==> config.mk <==
export PLATFORM = sky130hd
export DESIGN_NAME = point_gen_stream
export DESIGN_NICKNAME = d
export VERILOG_FILES = /design/src/rtl/point_gen_stream.sv
export SDC_FILE = /design/constraint.sdc
export NUM_CORES = 1
export LEC_CHECK = 0
export CAP_MARGIN = 5
export CORE_MARGIN = 2
export CORE_UTILIZATION = 33
export CTS_CLUSTER_DIAMETER = 150
export DETAILED_ROUTE_END_ITERATION = 10
export GPL_ROUTABILITY_DRIVEN = 0
export HOLD_SLACK_MARGIN = 0.03
export PLACE_DENSITY_LB_ADDON = 0.15
export SYNTH_ARGS = -nofsm -noshare
export SYNTH_HDL_FRONTEND = slang
export SYNTH_SLANG_ARGS = --single-unit
==> constraint.sdc <==
create_clock -name clk -period 3 [get_ports clk]
set_input_delay 0.6 -clock clk [delete_from_list [all_inputs] [get_ports clk]]
set_output_delay 0.6 -clock clk [all_outputs]
set_load 0.01 [all_outputs]
Fig. 1: routing congestion map
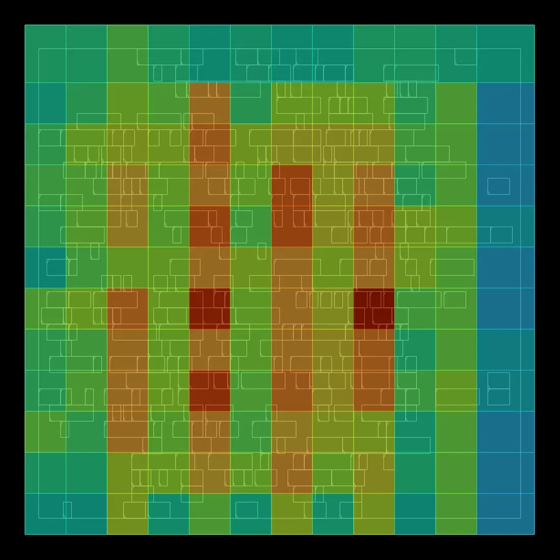
wire per inst: 14.49 µm
Core Util, Final: 0.4353

Fig. 2: signal wires on met1
The bar under the picture is 20 µm long. Supply wires on this layer in gray.
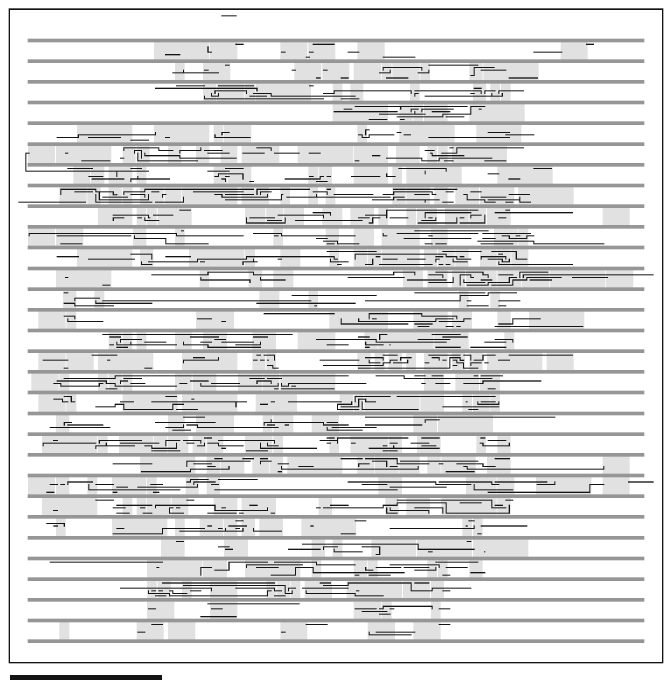
The wires run mostly horizontal. 302 nets have wire on it. The layer holds 48% of the routed length. The layer carries 2660 µm of wire. The longest straight run is 30.6 µm.
Routed WL: 5.577 mm
met1 usage: 0.2261
via count: 1972

==> deck_impl_summary.md <==
Physical Implementation Snapshot

Outcome
  – Status: finished clean

Worst setup path
  – R2R cell count: 8
  – Buffers plus inverters on the worst setup path: 1

Pwr
  – Tot Pwr: ~1.3 mW
  – Sw power: roughly 0.41 mW
  – Sw frac: 0.3169
  – Comb pwr share: 0.273
  – Seq group: between 0.5 and 0.6 mW
  – Comb power: around 0.35 mW
  – Worst VDD drop: roughly 0.17 mV

Synthesis
  – Yosys cell count: ~270
  – Mux area share: 0.006834
  – Number of enable flip-flop cells: 0
  – YS chip area: roughly 2200 µm²
  – FFs w/ async S/R, synth: 0
  – Yosys aoi share: 0.2033
  – Synth unique cells: approximately 40

Final timing
  – Hold_ws: between 0.4 and 0.5 ns
  – RSZ-0062 raised after global routing: no
  – Highest clock rate: just over 0.4 GHz
  – Slew margin rel.: 0.5587

Floorplan
  – Die Area: 7327 µm²
  – FP Util: 0.3440
  – Rows: 29
  – Die X: roughly 86 µm

Detailed routing
  – Uppermost layer routed: met4

Clocking
  – Clock slew seen by the registers of the worst setup and hold paths: approximately 0.08 ns

Placed design
  – Post-DP HPWL: approximately 4.1 mm
  – Post-place setup slack: 0.5501 ns

Layout
  – Top cell excl fill/tap: nand2_1
  – Final Net Count: approximately 350
  – Sequential fraction of total cell area: 0.2592
  – Non-clock buffer share of cell area: 0.1620

GRT
  – GR Util met2: 0.2521
  – Most Crowded Layer GR: met2

Hold path
  – Hold Path Depth: 2
No activity file was given, so power comes from the tool's default toggle rates.
